--- src/rtl/hub75_pkg.sv ---
// Shared types and helpers for the HUB75 scan controller: FSM state encoding,
// counter-width derivation and field positions inside the packed pixel word.
package hub75_pkg;

  typedef enum logic [2:0] {
    ST_FETCH,
    ST_SHIFT,
    ST_BLANK,
    ST_LATCH,
    ST_DISPLAY
  } scan_state_t;

  // pix_data = {r0,g0,b0,r1,g1,b1}; a field index f selects pix_data[f*PWM_BITS +: PWM_BITS]
  localparam int unsigned FLD_B1     = 0;
  localparam int unsigned FLD_G1     = 1;
  localparam int unsigned FLD_R1     = 2;
  localparam int unsigned FLD_B0     = 3;
  localparam int unsigned FLD_G0     = 4;
  localparam int unsigned FLD_R0     = 5;
  localparam int unsigned NUM_FIELDS = 6;

  // Bits needed to index n items; never below 1 so degenerate sizes stay legal
  function automatic int unsigned index_width(input int unsigned n);
    return (n > 1) ? $clog2(n) : 1;
  endfunction

endpackage

--- src/rtl/hub75_oe_timer.sv ---
// DISPLAY-phase timer: load an on-time in cycles, count down, flag the last cycle.
module hub75_oe_timer #(
  parameter int unsigned CNT_W = 4
) (
  input  logic             clk,
  input  logic             rst,
  input  logic             load,
  input  logic [CNT_W-1:0] cycles,
  output logic             done
);

  logic [CNT_W-1:0] cnt_q;
  logic             active_q;

  always_ff @(posedge clk or negedge rst) begin
    if (!rst) begin
      cnt_q    <= '0;
      active_q <= 1'b0;
    end else if (load) begin
      cnt_q    <= cycles - 1'b1;
      active_q <= 1'b1;
    end else if (active_q) begin
      if (cnt_q == '0) active_q <= 1'b0;
      else             cnt_q    <= cnt_q - 1'b1;
    end
  end

  assign done = active_q && (cnt_q == '0);

endmodule

--- src/rtl/hub75_scan_ctrl.sv ---
// HUB75 scan/refresh controller: BCM row scan with frame-boundary image switching.
// state      | meaning
// ST_FETCH   | present first pixel address of the row
// ST_SHIFT   | two cycles per column: load colour bits, then raise clk_out
// ST_BLANK   | panel dark, row address updated
// ST_LATCH   | latch pulse, panel still dark
// ST_DISPLAY | oe low for BASE_OE<<plane cycles
module hub75_scan_ctrl
  import hub75_pkg::*;
#(
  parameter  int unsigned COLS       = 64,
  parameter  int unsigned ROW_ADDR_W = 5,
  parameter  int unsigned PWM_BITS   = 4,
  parameter  int unsigned BASE_OE    = 8,
  parameter  int unsigned IMG_W      = 2,
  localparam int unsigned COL_W      = index_width(COLS),
  localparam int unsigned PIX_W      = NUM_FIELDS * PWM_BITS,
  localparam int unsigned PADDR_W    = IMG_W + ROW_ADDR_W + COL_W
) (
  input  logic                  clk,
  input  logic                  rst,
  input  logic                  img_req,
  input  logic [IMG_W-1:0]      img_sel,
  output logic                  img_ack,
  output logic [IMG_W-1:0]      cur_img,
  output logic [PADDR_W-1:0]    pix_addr,
  input  logic [PIX_W-1:0]      pix_data,
  output logic                  r0,
  output logic                  g0,
  output logic                  b0,
  output logic                  r1,
  output logic                  g1,
  output logic                  b1,
  output logic [ROW_ADDR_W-1:0] addr,
  output logic                  clk_out,
  output logic                  latch,
  output logic                  oe,
  output logic                  frame_start
);

  localparam int unsigned PLANE_W = index_width(PWM_BITS);
  localparam int unsigned OE_MAX  = BASE_OE << (PWM_BITS - 1);
  localparam int unsigned OE_W    = $clog2(OE_MAX + 1);

  localparam logic [PLANE_W-1:0]    LAST_PLANE = PLANE_W'(PWM_BITS - 1);
  localparam logic [COL_W-1:0]      LAST_COL   = COL_W'(COLS - 1);
  localparam logic [ROW_ADDR_W-1:0] LAST_ROW   = '1;

  scan_state_t           state_q, state_d;
  logic                  armed_q;
  logic [ROW_ADDR_W-1:0] row_q, row_d;
  logic [PLANE_W-1:0]    plane_q, plane_d;
  logic [COL_W-1:0]      col_q, col_d;
  logic                  phase_q, phase_d;
  logic [IMG_W-1:0]      img_q;
  logic                  ack_q;
  logic [ROW_ADDR_W-1:0] addr_q;
  logic [NUM_FIELDS-1:0] rgb_q;
  logic [NUM_FIELDS-1:0] plane_bit;
  logic [COL_W-1:0]      rd_col;
  logic [OE_W-1:0]       oe_cycles;
  logic                  oe_load;
  logic                  oe_done;
  logic                  frame_end;

  for (genvar f = 0; f < NUM_FIELDS; f++) begin : g_plane_bit
    logic [PWM_BITS-1:0] field;
    assign field        = pix_data[f*PWM_BITS +: PWM_BITS];
    assign plane_bit[f] = field[plane_q];
  end

  assign oe_cycles = OE_W'(BASE_OE) << plane_q;

  hub75_oe_timer #(
    .CNT_W (OE_W)
  ) u_oe_timer (
    .clk    (clk),
    .rst    (rst),
    .load   (oe_load),
    .cycles (oe_cycles),
    .done   (oe_done)
  );

  always_comb begin
    state_d   = state_q;
    row_d     = row_q;
    plane_d   = plane_q;
    col_d     = col_q;
    phase_d   = phase_q;
    oe_load   = 1'b0;
    frame_end = 1'b0;
    case (state_q)
      // Held for one idle cycle after reset so frame_start marks a real FETCH
      ST_FETCH: begin
        if (armed_q) begin
          state_d = ST_SHIFT;
          col_d   = '0;
          phase_d = 1'b0;
        end
      end
      ST_SHIFT: begin
        phase_d = ~phase_q;
        if (phase_q) begin
          col_d = col_q + 1'b1;
          if (col_q == LAST_COL) state_d = ST_BLANK;
        end
      end
      ST_BLANK: state_d = ST_LATCH;
      ST_LATCH: begin
        state_d = ST_DISPLAY;
        oe_load = 1'b1;
      end
      ST_DISPLAY: begin
        if (oe_done) begin
          state_d = ST_FETCH;
          if (plane_q == LAST_PLANE) begin
            plane_d   = '0;
            row_d     = row_q + 1'b1;
            frame_end = (row_q == LAST_ROW);
          end else begin
            plane_d = plane_q + 1'b1;
          end
        end
      end
      default: state_d = ST_FETCH;
    endcase
  end

  always_ff @(posedge clk or negedge rst) begin
    if (!rst) begin
      state_q <= ST_FETCH;
      armed_q <= 1'b0;
      row_q   <= '0;
      plane_q <= '0;
      col_q   <= '0;
      phase_q <= 1'b0;
      img_q   <= '0;
      ack_q   <= 1'b0;
      addr_q  <= '0;
      rgb_q   <= '0;
    end else begin
      state_q <= state_d;
      armed_q <= 1'b1;
      row_q   <= row_d;
      plane_q <= plane_d;
      col_q   <= col_d;
      phase_q <= phase_d;
      ack_q   <= frame_end && img_req;
      if (frame_end && img_req)             img_q  <= img_sel;
      if (state_q == ST_BLANK)              addr_q <= row_q;
      if (state_q == ST_SHIFT && !phase_q)  rgb_q  <= plane_bit;
    end
  end

  // Address runs one column ahead so RAM data lands on the next phase-0 cycle
  assign rd_col      = (state_q == ST_SHIFT) ? col_q + 1'b1 : '0;
  assign pix_addr    = {img_q, row_q, rd_col};
  assign cur_img     = img_q;
  assign img_ack     = ack_q;
  assign addr        = addr_q;
  assign oe          = (state_q != ST_DISPLAY);
  assign latch       = (state_q == ST_LATCH);
  assign clk_out     = (state_q == ST_SHIFT) && phase_q;
  assign frame_start = armed_q && (state_q == ST_FETCH) && (row_q == '0) && (plane_q == '0);

  assign r0 = rgb_q[FLD_R0];
  assign g0 = rgb_q[FLD_G0];
  assign b0 = rgb_q[FLD_B0];
  assign r1 = rgb_q[FLD_R1];
  assign g1 = rgb_q[FLD_G1];
  assign b1 = rgb_q[FLD_B1];

endmodule

--- config.mk ---
export PLATFORM = sky130hd
export DESIGN_NAME = hub75_scan_ctrl
export DESIGN_NICKNAME = d
export VERILOG_FILES = /design/src/rtl/hub75_pkg.sv /design/src/rtl/hub75_oe_timer.sv /design/src/rtl/hub75_scan_ctrl.sv
export SDC_FILE = /design/constraint.sdc
export NUM_CORES = 1
export LEC_CHECK = 0
export CAP_MARGIN = 15
export CORE_ASPECT_RATIO = 1.1
export CORE_UTILIZATION = 48
export DETAILED_ROUTE_END_ITERATION = 7
export PLACE_DENSITY = 0.8
export SYNTH_ARGS = -nofsm -noshare
export SYNTH_HDL_FRONTEND = slang
export SYNTH_SLANG_ARGS = --single-unit
--- constraint.sdc ---
create_clock -name clk -period 2.5 [get_ports clk]
set_clock_uncertainty 0.05 [all_clocks]
set_input_delay 0.5 -clock clk [delete_from_list [all_inputs] [get_ports clk]]
set_output_delay 0.5 -clock clk [all_outputs]
set_load 0.02 [all_outputs]
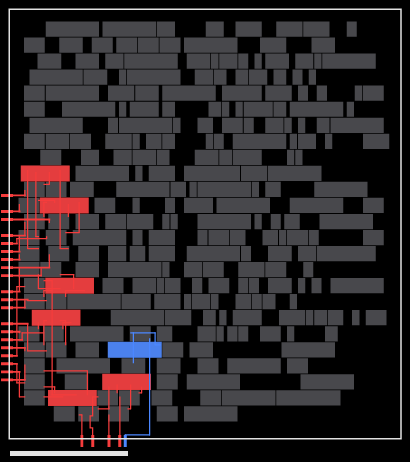
io_fan.png
Bar = 20 um.
Key: blue = r1 [bits 1, direction output, edge south, end cells 1, wire 32.8 um]; red = pix_data [bits 24, direction input, edge 20 west, 4 south, end cells 6, wire 276 um]
io pins: 60
count of buffers from port buffering: 59

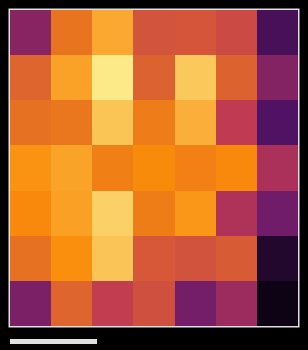
cell_density.png
Bar = 20 um. 7 x 7 tiles, from black (low) to pale yellow (high), 0 to 100% covered.
27% of the tiles are over 75% full. The mean over all tiles is 61%. The fullest tile reaches 95%. The emptiest ninth of the die: south-east.
placeable core area: 0.00432 mm2
floorplan utilization: 50.4%
final core utilization: 69.2%

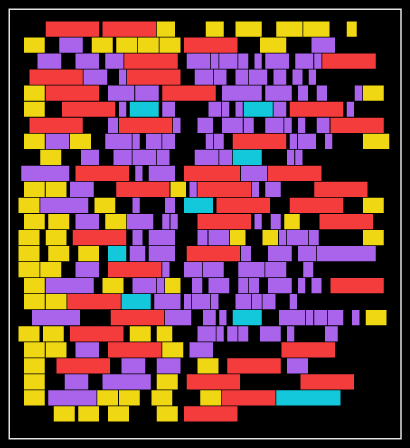
placement_by_type.png
Key: yellow = other buffers and delay cells [cells 65]; cyan = clock drivers and dummy loads [cells 8]; red = flops [cells 40]; purple = combinational and other logic [cells 142]
sequential cell area share: 33.6%
num rows: 25
summed area of non-filler cells in the final layout: 0.00299 mm2

==> run notes <==
Notes from the flow run.

Outcome:
- The flow ran to the end, and the final reports show no timing, DRC or antenna violations.

Clock tree:
- The run puts the count of buffers added by post-CTS timing repair for setup at 0.
- TritonCTS built the clock tree.
- The run gives the number of sinks driven by the clock tree as 40.
- The run gives the number of H-tree levels as 2.
- The registers of the reported paths see a clock transition of 0.08 ns.
- The number of clock buffers added by TritonCTS is 5.
- The run gives the deepest clock path buffer count as 2.
- The run puts the clock latency at the later pin of the worst-skew pair at 0.29 ns.
- The run puts the post-cts resize count at 4.

Global routing:
- The run puts the global routing met2 resource utilization at 33.3%.
- The run gives the maximum number of pins on one net before global-route repair as 41.
- The run puts the total congestion overflow after global routing at 0.
- The run puts the met3 track demand over resource at under 10%.
- The first global-routing pass estimated 7330 um of wire.
- The run puts the global router's overall resource usage at 20.4%.

Logic synthesis:
- In the synthesized netlist, the cells that appear most often are sky130_fd_sc_hd__dfrtp_1, sky130_fd_sc_hd__nor2_1, sky130_fd_sc_hd__mux2_2.
- The run puts the register bit count reported by yosys at around 40.
- The run gives the total nets after synthesis as 226.
- The run gives the number of cells in Yosys stat as 188.
- The run puts the cell count after synthesis at 188.
- Yosys reports that the leading cell type by area covers 46.0% of the netlist area.
- In the synthesized netlist the dominant register cell turns out to be sky130_fd_sc_hd__dfrtp_1.
- The run gives the count of yosys warnings during synthesis as 0.
- The biggest area contributor in the post-synthesis netlist is sky130_fd_sc_hd__dfrtp_1.
- Of the total synthesized cell area, the portion taken by full adders, half adders and majority gates is 5.18%.
- The run gives the simple-gate share of the synthesized area as 16.1%.
- Averaged over all synthesized cells, the footprint is 11.6 um2.
- The run puts the compound-gate portion of the synthesized area at around 6.7%.
- The run puts the mux cell area share after synthesis at 18.9%.
- The run gives the prevailing logic family in the synthesized netlist as multiplexers.
- The run gives the sequential share of the synthesized area as ~46%.
- The run gives the unique cell type count in the Yosys netlist as 46.
- The run puts the number of synthesized flops with an enable pin at 0.

Critical path:
- The run gives the nature of the critical path startpoint as a register.
- The run gives the required time of the critical path as 1.95 ns.
- For the worst reg-to-reg path, the endpoint reported by OpenROAD is u_oe_timer.cnt_q[6].
- The run gives the capture point of the critical path as pix_addr[0].
- The report puts the cell count of the worst reg-to-reg path at 7.
- The run gives the start point of the critical path as state_q[1].
- The run gives the source of the worst register-to-register timing path as state_q[2].
- The run gives the critical path class as reg2out.
- The worst register-to-register path has a setup slack of 0.44 ns.

Route:
- The run gives the routed length on met2 as ~2200 um.
- The run gives the number of nets with antenna violations after detailed routing as 0.
- The run puts the total via count in the routed design at between 1500 and 2000.
- In the routed layout, each cell is associated on average with a via count of 5.46.
- In the per-layer summary, the met1 wirelength comes to 1800 um.
- The highest metal layer carrying signal wires in the routed design is met4.
- For this block, the routed nets add up to 4330 um of wire.
- The first detailed-routing pass ran for 4 iterations.
- The run puts the average wire length per cell after detail routing at 14.0 um.
- Detailed-route iteration 0 reported a violation count of 102.
- The run puts the total length of routed met3 wires at 251 um.

Power:
- The run puts the sum of internal, switching and leakage power at 2.82 mW.
- In this run the static leakage power is around 1.4 nW.
- The run puts the sequential cell fraction of total power at 37.2%.
- Per the power-grid run, VDD falls by no more than about 0.45 mV.
- The run gives the power of the sequential group as 1.05 mW.
- The run gives the combinational share of power as 43.1%.
- The power report attributes to the clock group a share of 19.7%.
- The run puts the total net switching power at 1.04 mW.
- The run gives the fraction of power spent switching nets as a little under two fifths.
- The run gives the main power-consuming group as combinational cells.
- The run puts the combinational logic power at about 1.2 mW.
- The run puts the internal power of the cells at 1.78 mW.

STA:
- The run puts the final clock period utilization by the worst path at 96.0%.
- The run puts the slew of the pin with the lowest slew margin at 0.872 ns.
- Checking max transition, the worst relative margin is 41.8%.
- Setup repair after global routing could not meet its margin everywhere.
- The worst path meets setup with 0.0989 ns of slack.
- The end-of-flow timing check tallies setup violations at 0.

Final layout:
- The run puts the number of diodes added for antenna fixing at 0.
- The run puts the data-path buffer share of cell area in the final layout at between 20% and 30%.
- The run gives the footprint of the multi-input gates as 0.00112 mm2.
- In the layout the commonest cells are sky130_fd_sc_hd__clkdlybuf4s50_1, sky130_fd_sc_hd__dfrtp_1, sky130_fd_sc_hd__nor2_1.
- The largest registers in the layout are u_oe_timer.cnt_q: 7 flops, col_q: 6 flops, rgb_q: 6 flops.
- The run puts the sequential cell area at roughly 0.0010 mm2.
- The net count of the finished layout is 292.
- The layout report gives the multi-input gate share of total cell area as 37.5%.
- The run gives the number of multi-input logic gates as 133.
- By instance count after routing, the leading logic cell type is sky130_fd_sc_hd__clkdlybuf4s50_1.
- Counting flops per register, the top entry is u_oe_timer.cnt_q.
- Clock cells make up 4.07% of the layout cell area.
- The run puts the layout-stage area growth over the synthesis result at 37.3%.
- The layout has 6 clock buffers.
- The run gives the count of plain and timing-repair buffers as 65.
- The layout summary lists the proportion of cells stronger than drive strength 1 as 20.4%.
- The register with the most flip-flops in the layout has 7 of them.
- The design has ~40 sequential cells.

Job:
- Max-cap violations in this run came to 0.
- The run puts the number of warnings in the stage logs at 31.

Placed design:
- Routability-driven placement finished with a final weighted congestion of 0.792.
- The run puts the number of placed cells counting well taps at 301.
- The run puts the setup slack after placement at ~0.23 ns.

Floorplanning:
- The die is 72.6 um tall.
- The design received a total of 54 well taps at floorplan.
- Measured along the x axis, the die boundary spans 66.2 um.

Hold path:
- STA reports the tightest min-delay check as being of type in2async.
## per-stage QoR
stage | hold WS, ns | setup TNS [ns] | util, % | area, um2
final | 0.268 | 0 | 69.2 | 2990
after global routing | 0.338 | -0.0137 | 69.2 | 2990
after CTS | 0.307 | 0 | 68.7 | 2970
after detailed placement | 0.443 | 0 | 65.8 | 2840
after global placement | 0.440 | 0 | 65.8 | 2840
after floorplan | 0.154 | 0 | - | 2170
## critical path, cell delays in order, from the launching register on
cell                              delay (ns)
sky130_fd_sc_hd__dfrtp_1                0.48
sky130_fd_sc_hd__nor2_2                 0.23
sky130_fd_sc_hd__nand2_2                0.14
sky130_fd_sc_hd__nor2_1                 0.10
sky130_fd_sc_hd__clkdlybuf4s50_1        0.60
Power is estimated from default activity; no workload was simulated.
